Figure 1. Logic cells by family.
Drawn at 10 px/um.
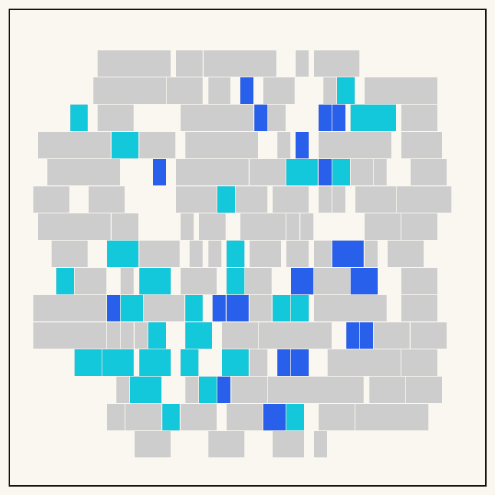
Figure 2. Port wiring.
Drawn at 8 px/um.
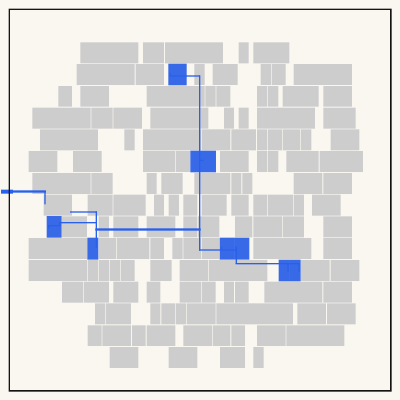
Figure 3. Clock routing.
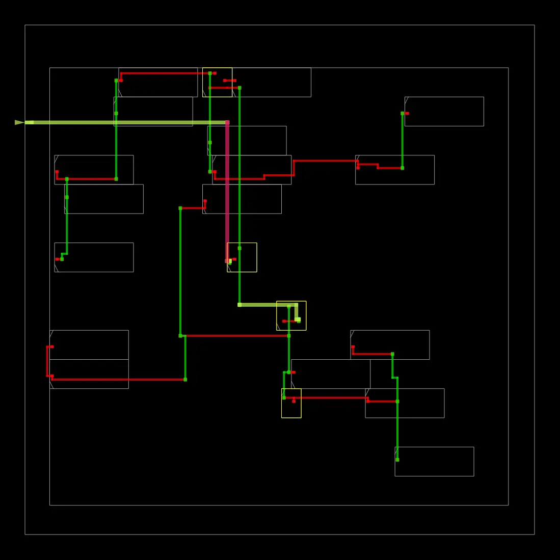
Figure 4. Register map, names as in the netlist.
Drawn at 8 px/um. Other sequential cells in the stronger grey, the rest of the logic in the fainter grey.
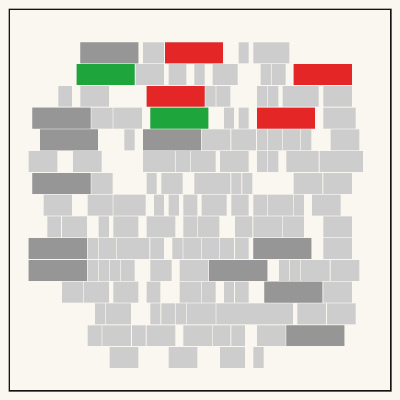
Figure 5. Cell density map.
Drawn at 6 px/um. The die is cut into 10 by 10 equal tiles; dark purple is low, yellow is high, 0 to 100% covered.
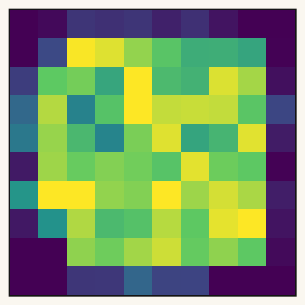
[config.mk]
export PLATFORM = sky130hd
export DESIGN_NAME = ahb_rr_arbiter
export DESIGN_NICKNAME = d
export VERILOG_FILES = /design/src/rtl/ahb_rr_arbiter.sv
export SDC_FILE = /design/constraint.sdc
export NUM_CORES = 1
export LEC_CHECK = 0
export CORE_MARGIN = 2
export CORE_UTILIZATION = 53
export CTS_CLUSTER_DIAMETER = 150
export DETAILED_ROUTE_END_ITERATION = 10
export PLACE_DENSITY = 0.88
export SETUP_SLACK_MARGIN = 0.15
export SYNTH_ARGS = -nofsm -noshare
export SYNTH_HDL_FRONTEND = slang
export SYNTH_SLANG_ARGS = --single-unit
[constraint.sdc]
create_clock -name clk -period 3.4 [get_ports clk]
set_input_delay 0.51 -clock clk [delete_from_list [all_inputs] [get_ports clk]]
set_output_delay 0.51 -clock clk [all_outputs]
set_load 0.02 [all_outputs]
[src/rtl/ahb_rr_arbiter.sv]
// Round-robin AHB bus arbiter. Shares one subordinate segment among NUM_MGRS managers,
// hands the address-phase grant over only at transfer boundaries, honours locked
// sequences, and limits how many transfers an owner may issue while others wait.
// Also tracks which manager owns the data phase so response steering stays correct.
module ahb_rr_arbiter #(
    parameter int unsigned NUM_MGRS    = 4,
    parameter int unsigned DEFAULT_MGR = 0,
    parameter int unsigned MAX_HOLD    = 8
) (
    input  logic                        clk,
    input  logic                        reset,
    input  logic [NUM_MGRS-1:0]         req,
    input  logic [NUM_MGRS-1:0]         lock,
    input  logic [1:0]                  trans,
    input  logic                        readyIn,
    output logic [NUM_MGRS-1:0]         grant,
    output logic [$clog2(NUM_MGRS)-1:0] ownerId,
    output logic [$clog2(NUM_MGRS)-1:0] dataOwnerId,
    output logic                        ownerLocked
);

    localparam int unsigned IdW   = $clog2(NUM_MGRS);
    localparam int unsigned HoldW = $clog2(MAX_HOLD + 1);

    localparam logic [1:0] TransIdle   = 2'd0;
    localparam logic [1:0] TransNonseq = 2'd2;
    localparam logic [1:0] TransSeq    = 2'd3;

    typedef enum logic [1:0] {
        StPark   = 2'd0,
        StOwned  = 2'd1,
        StLocked = 2'd2
    } state_e;

    state_e                state_q, state_d;
    logic [NUM_MGRS-1:0]   grant_q, grant_d;
    logic [IdW-1:0]        owner_q, owner_d;
    logic [IdW-1:0]        data_owner_q, data_owner_d;
    logic                  owner_locked_q, owner_locked_d;
    logic [HoldW-1:0]      hold_cnt_q, hold_cnt_d;
    logic [IdW-1:0]        rr_ptr_q, rr_ptr_d;

    logic                  boundary;
    logic                  xfer_done;
    logic                  hold_expired;
    logic                  hold_clr;
    logic [NUM_MGRS-1:0]   owner_oh;
    logic [NUM_MGRS-1:0]   others_req;
    logic                  other_req;
    logic [NUM_MGRS-1:0]   cand;
    logic                  cand_any;
    logic [IdW-1:0]        winner;

    // Decode the current owner and which competing requests are visible to the picker.
    always_comb begin
        owner_oh          = '0;
        owner_oh[owner_q] = 1'b1;
        others_req        = req & ~owner_oh;
        other_req         = |others_req;
        // While parked every request competes, including the default manager's.
        cand              = (state_q == StPark) ? req : others_req;
        boundary          = readyIn && ((trans == TransIdle) || (trans == TransNonseq))
                            && !owner_locked_q;
        xfer_done         = readyIn && ((trans == TransNonseq) || (trans == TransSeq));
        hold_expired      = (hold_cnt_q >= HoldW'(MAX_HOLD));
    end

    // Round-robin pick: first candidate found scanning upward from the slot after rr_ptr.
    always_comb begin
        int unsigned idx;
        idx      = 0;
        cand_any = 1'b0;
        winner   = rr_ptr_q;
        for (int unsigned off = 1; off <= NUM_MGRS; off++) begin
            idx = (int'(rr_ptr_q) + off) % NUM_MGRS;
            if (!cand_any && cand[idx]) begin
                cand_any = 1'b1;
                winner   = idx[IdW-1:0];
            end
        end
    end

    // Ownership FSM: park / owned / locked, plus round-robin pointer and hold-count clears.
    always_comb begin
        state_d  = state_q;
        owner_d  = owner_q;
        rr_ptr_d = rr_ptr_q;
        hold_clr = 1'b0;

        unique case (state_q)
            StPark: begin
                if (boundary && cand_any) begin
                    state_d  = StOwned;
                    owner_d  = winner;
                    rr_ptr_d = winner;
                    hold_clr = 1'b1;
                end
            end

            StOwned: begin
                // Lock takes priority so a locked burst is never preempted by MAX_HOLD.
                if (lock[owner_q] && req[owner_q]) begin
                    state_d = StLocked;
                end else if (boundary && (!req[owner_q] || (hold_expired && other_req))) begin
                    hold_clr = 1'b1;
                    if (other_req) begin
                        owner_d  = winner;
                        rr_ptr_d = winner;
                    end else begin
                        state_d = StPark;
                        owner_d = IdW'(DEFAULT_MGR);
                    end
                end else if (boundary && hold_expired) begin
                    // Only the owner wants the bus: it keeps it and starts a fresh quota.
                    hold_clr = 1'b1;
                end
            end

            StLocked: begin
                if (!lock[owner_q] && readyIn && (trans == TransIdle)) begin
                    state_d  = StOwned;
                    hold_clr = 1'b1;
                end
            end

            default: begin
                state_d = StPark;
                owner_d = IdW'(DEFAULT_MGR);
            end
        endcase
    end

    // Registered outputs derived from next-state, hold counter and data-phase tracking.
    always_comb begin
        grant_d          = '0;
        grant_d[owner_d] = 1'b1;
        owner_locked_d   = (state_d == StLocked);
        data_owner_d     = readyIn ? owner_q : data_owner_q;

        hold_cnt_d = hold_cnt_q;
        if (hold_clr) begin
            hold_cnt_d = '0;
        end else if (xfer_done && !hold_expired) begin
            hold_cnt_d = hold_cnt_q + 1'b1;
        end
    end

    // State register with synchronous active-high reset.
    always_ff @(posedge clk) begin
        if (reset) begin
            state_q        <= StPark;
            grant_q        <= NUM_MGRS'(1) << DEFAULT_MGR;
            owner_q        <= IdW'(DEFAULT_MGR);
            data_owner_q   <= IdW'(DEFAULT_MGR);
            owner_locked_q <= 1'b0;
            hold_cnt_q     <= '0;
            rr_ptr_q       <= IdW'(DEFAULT_MGR);
        end else begin
            state_q        <= state_d;
            grant_q        <= grant_d;
            owner_q        <= owner_d;
            data_owner_q   <= data_owner_d;
            owner_locked_q <= owner_locked_d;
            hold_cnt_q     <= hold_cnt_d;
            rr_ptr_q       <= rr_ptr_d;
        end
    end

    assign grant       = grant_q;
    assign ownerId     = owner_q;
    assign dataOwnerId = data_owner_q;
    assign ownerLocked = owner_locked_q;

endmodule

==> flow_summary.html <==
<!-- implementation run metrics -->
<table>
<tr><th>Metric</th><th>Value</th></tr>
<tr><th colspan="2">CTS</th></tr>
<tr><td>Largest buffer count on any clock path</td><td>2</td></tr>
<tr><td>Cell at the root of the clock tree</td><td>sky130_fd_sc_hd__clkbuf_4</td></tr>
<tr><td>CTS tree</td><td>built</td></tr>
<tr><td>Post-CTS Repair Setup Buffers</td><td>0</td></tr>
<tr><td>Hold Buf Count CTS</td><td>0</td></tr>
<tr><td>Maximum level of the CTS H-tree</td><td>1</td></tr>
<tr><td>Total clock sinks</td><td>17</td></tr>
<tr><th colspan="2">Critical path</th></tr>
<tr><td>Reg-to-reg endpoint</td><td>grant[3]</td></tr>
<tr><td>Data required time at the worst endpoint</td><td>3640 ps</td></tr>
<tr><td>Launch point of the worst path</td><td>req[3]</td></tr>
<tr><td>Arrival time worst endpoint</td><td>2640 ps</td></tr>
<tr><td>Worst Setup End Kind</td><td>flop</td></tr>
<tr><td>Worst-path maximum fanout</td><td>7</td></tr>
<tr><td>R2R Setup Slk</td><td>1070 ps</td></tr>
<tr><td>Worst Setup Start Kind</td><td>primary input</td></tr>
<tr><td>Critical R2R Launch</td><td>ownerId[1]</td></tr>
<tr><td>Depth of the most critical reg-to-reg path</td><td>6</td></tr>
<tr><td>Critical path class</td><td>primary input to flop</td></tr>
<tr><th colspan="2">Timing</th></tr>
<tr><td>Fin crit period</td><td>2400 ps</td></tr>
<tr><td>Headroom to the max-slew limit</td><td>59.0%</td></tr>
<tr><td>Peak clock frequency supported by timing</td><td>416 MHz</td></tr>
<tr><td>Transition time of the tightest slew-check pin</td><td>599 ps</td></tr>
<tr><td>Final tally of hold violations</td><td>0</td></tr>
<tr><td>Clock skew</td><td>5.94 ps</td></tr>
<tr><td>RSZ-0062 raised after global routing</td><td>false</td></tr>
<tr><th colspan="2">Hold path</th></tr>
<tr><td>Hold path endpoint</td><td>dataOwnerId[1]</td></tr>
<tr><td>Hold_sp</td><td>dataOwnerId[1]</td></tr>
<tr><td>Hold Path Cell Cnt</td><td>2</td></tr>
<tr><th colspan="2">Pwr</th></tr>
<tr><td>P_sw</td><td>0.141 mW</td></tr>
<tr><td>Power share of the combinational group</td><td>25.7%</td></tr>
<tr><td>Fraction of power spent switching nets</td><td>30.9%</td></tr>
<tr><td>Register share of total power</td><td>50.0%</td></tr>
<tr><td>Power per standard cell area</td><td>364 nW/um^2</td></tr>
<tr><td>Cell-internal power</td><td>0.314 mW</td></tr>
<tr><th colspan="2">Run</th></tr>
<tr><td># Max-Cap Violations</td><td>0</td></tr>
<tr><th colspan="2">Place</th></tr>
<tr><td>Global placement routability congestion</td><td>0.802</td></tr>
<tr><td>HPWL reported at the end of detailed placement</td><td>1740 um</td></tr>
<tr><th colspan="2">Layout</th></tr>
<tr><td>Commonest cells after routing, fill and taps aside</td><td>sky130_fd_sc_hd__clkdlybuf4s50_1 (21), sky130_fd_sc_hd__dfxtp_1 (17), sky130_fd_sc_hd__nor2_1 (13), sky130_fd_sc_hd__nand2_1 (12), sky130_fd_sc_hd__a21oi_1 (10)</td></tr>
<tr><td>Final Net Count</td><td>154</td></tr>
<tr><td>Ratio of cells with drive above 1 in the final layout</td><td>8.70%</td></tr>
<tr><td>Most frequently placed logic cell in the final layout</td><td>sky130_fd_sc_hd__clkdlybuf4s50_1</td></tr>
<tr><td>Relative area change from synthesis to final layout</td><td>24.6%</td></tr>
<tr><td>Area of all sequential standard cells</td><td>340 um^2</td></tr>
<tr><td>Count of antenna diodes in the layout</td><td>0</td></tr>
<tr><td>Logic cell area</td><td>614 um^2</td></tr>
<tr><td>Count of fill cells added during filler insertion</td><td>143</td></tr>
<tr><th colspan="2">Synthesis</th></tr>
<tr><td>Fraction of synthesis flops using an asynchronous set or reset pin</td><td>0%</td></tr>
<tr><td>Number of cell instances after yosys synthesis</td><td>116</td></tr>
<tr><td>Synthesis-stage register bit count</td><td>17</td></tr>
<tr><td>Mean area per synthesized cell</td><td>8.65 um^2</td></tr>
<tr><td>Number of enable flip-flop cells</td><td>0</td></tr>
<tr><td>Number of warning messages in the yosys log</td><td>0</td></tr>
<tr><td>Share of the synthesized area in the top cell type</td><td>33.9%</td></tr>
<tr><td>Portion of the post-synthesis area used by sequential elements</td><td>33.9%</td></tr>
<tr><td>Largest cells by area</td><td>sky130_fd_sc_hd__dfxtp_1 (34%), sky130_fd_sc_hd__a21oi_1 (5.0%), sky130_fd_sc_hd__nor2_1 (4.9%)</td></tr>
<tr><td>Cell type contributing the most total cell area after synthesis</td><td>sky130_fd_sc_hd__dfxtp_1</td></tr>
<tr><td>Post-synth net total</td><td>131</td></tr>
<tr><th colspan="2">GRT</th></tr>
<tr><td>Total global routing overflow</td><td>0</td></tr>
<tr><td>First-pass GRT wire length</td><td>3710 um</td></tr>
<tr><td>Overall routing resource usage</td><td>23.5%</td></tr>
<tr><td>Number of global-route vias before repair</td><td>879</td></tr>
<tr><td>Largest net degree at the start of global routing</td><td>16</td></tr>
<tr><td>Initial antenna violation count</td><td>0</td></tr>
<tr><th colspan="2">Outcome</th></tr>
<tr><td>Status</td><td>completed</td></tr>
<tr><th colspan="2">Detailed routing</th></tr>
<tr><td>Post-DRT Antenna Nets</td><td>0</td></tr>
<tr><td># DRC</td><td>0</td></tr>
<tr><td>DRT iter0 DRCs</td><td>25</td></tr>
<tr><td>DR pass1 iterations</td><td>4</td></tr>
<tr><td>Average detailed-routed wire length per instance</td><td>14.0 um</td></tr>
<tr><th colspan="2">Floorplan</th></tr>
<tr><td>IO Count</td><td>22</td></tr>
<tr><td>Die X-Extent</td><td>47.5 um</td></tr>
<tr><td>Die height</td><td>47.5 um</td></tr>
<tr><td>Number of rows in the core area</td><td>15</td></tr>
<tr><td>Floorplan utilization</td><td>57.5%</td></tr>
</table>
Notes on Figure 1 above:
Key: inverting AOI/OAI gates = cyan [cells 27]; NOR gates = blue [cells 19]

Notes on Figure 2 above:
Key: `reset` = blue [bits 1, direction input, end cells 8, wire 76.0 um]

Notes on Figure 3 above:
Clk. pwr: 0.110 mW
worst skew pair latency: 290 ps
TritonCTS buffer count: 3

Notes on Figure 4 above:
Key: `hold_cnt_q` = red [sequential cells 4]; `ownerId` = green [sequential cells 2]

Notes on Figure 5 above:
The fullest tile reaches 100%. 13% of the tiles are nearly empty. 40% of the tiles are over 75% full.

how the worst max path moves through the flow:
stage                       end  slack [ps]
CTS                    grant[3]        1050
detailed placement     grant[3]         740
floorplan              grant[0]        1320
finish              rr_ptr_q[1]        1000
global placement    rr_ptr_q[1]         810
global route           grant[3]         820
Yosys cell counts (2+ instances only):
cell type	instances
sky130_fd_sc_hd__nand3_1	3
sky130_fd_sc_hd__inv_1	7
sky130_fd_sc_hd__nand2_1	12
sky130_fd_sc_hd__a211oi_1	2
sky130_fd_sc_hd__ha_1	2
sky130_fd_sc_hd__nor2b_1	3
sky130_fd_sc_hd__dfxtp_1	17
sky130_fd_sc_hd__nand2b_1	3
sky130_fd_sc_hd__mux2i_1	4
sky130_fd_sc_hd__nor2_1	13
sky130_fd_sc_hd__a21oi_1	10
sky130_fd_sc_hd__mux2_2	3
sky130_fd_sc_hd__o21ai_0	5
state kept, by name, summed over array words and instances, names as in the netlist:
register	cells
ownerLocked	1
state_q	2
grant	4
hold_cnt_q	4
ownerId	2
rr_ptr_q	2
dataOwnerId	2
power by group through the flow:
stage          registers [mW]  clock network [mW]  logic [mW]
6_report                0.228               0.110       0.117
5_1_grt                 0.229               0.121       0.129
4_1_cts                 0.227               0.112       0.117
3_5_place_dp            0.232                   0       0.116
3_3_place_gp            0.231                   0       0.112
2_1_floorplan           0.232                   0      0.0711
critical path, cell delays in order:
cell and delay (ps):
sky130_fd_sc_hd__clkdlybuf4s50_1 620, sky130_fd_sc_hd__mux4_1 360, sky130_fd_sc_hd__inv_1 80, sky130_fd_sc_hd__o211a_1 230, sky130_fd_sc_hd__a21oi_1 370, sky130_fd_sc_hd__mux2_2 380
sky130_fd_sc_hd__nor2_1 90
metal layers:
layer | global-route usage [%] | up-vias | part of all wire, %
li1 | - | 472 | -
met1 | 26.8 | 454 | 42
met2 | 41.4 | 36 | 50
met3 | 6.04 | 2 | 8.2
met4 | 10.0 | 0 | 0.53
met5 | 0 | - | 0
area by class of cell:
class                   instances  share of cell area (%)
inverters                       7                    2.10
clock inverters                 1                   0.400
flip-flops and latches         17                    27.2
multi-input cells              89                    49.1
well taps                      25                    2.50
repair buffers                 21                    16.8
clock buffers                   3                    1.80
cells by family after synthesis:
group,synth area share (%)
flip-flops,33.9
buffers and inverters,4.86
adder cells (fa/ha/maj),2.49
AND/OR/NAND/NOR,20.3
XOR/XNOR,1.75
AND-OR/OR-AND,25.2
multiplexers,11.5
per-stage QoR:
step           std cells  setup WS (ps)  instance area (um^2)  power (mW)  hold WS (ps)
3_3_place_gp         159            807                  1220       0.343           488
4_1_cts              163           1050                  1250       0.456           505
2_1_floorplan        116           1320                  1000       0.303           454
5_1_grt              163            818                  1250       0.480           538
6_report             163            997                  1250       0.455           510
3_5_place_dp         159            740                  1220       0.348           486
Power figures rest on the tool's default switching activity, not on a simulated workload.
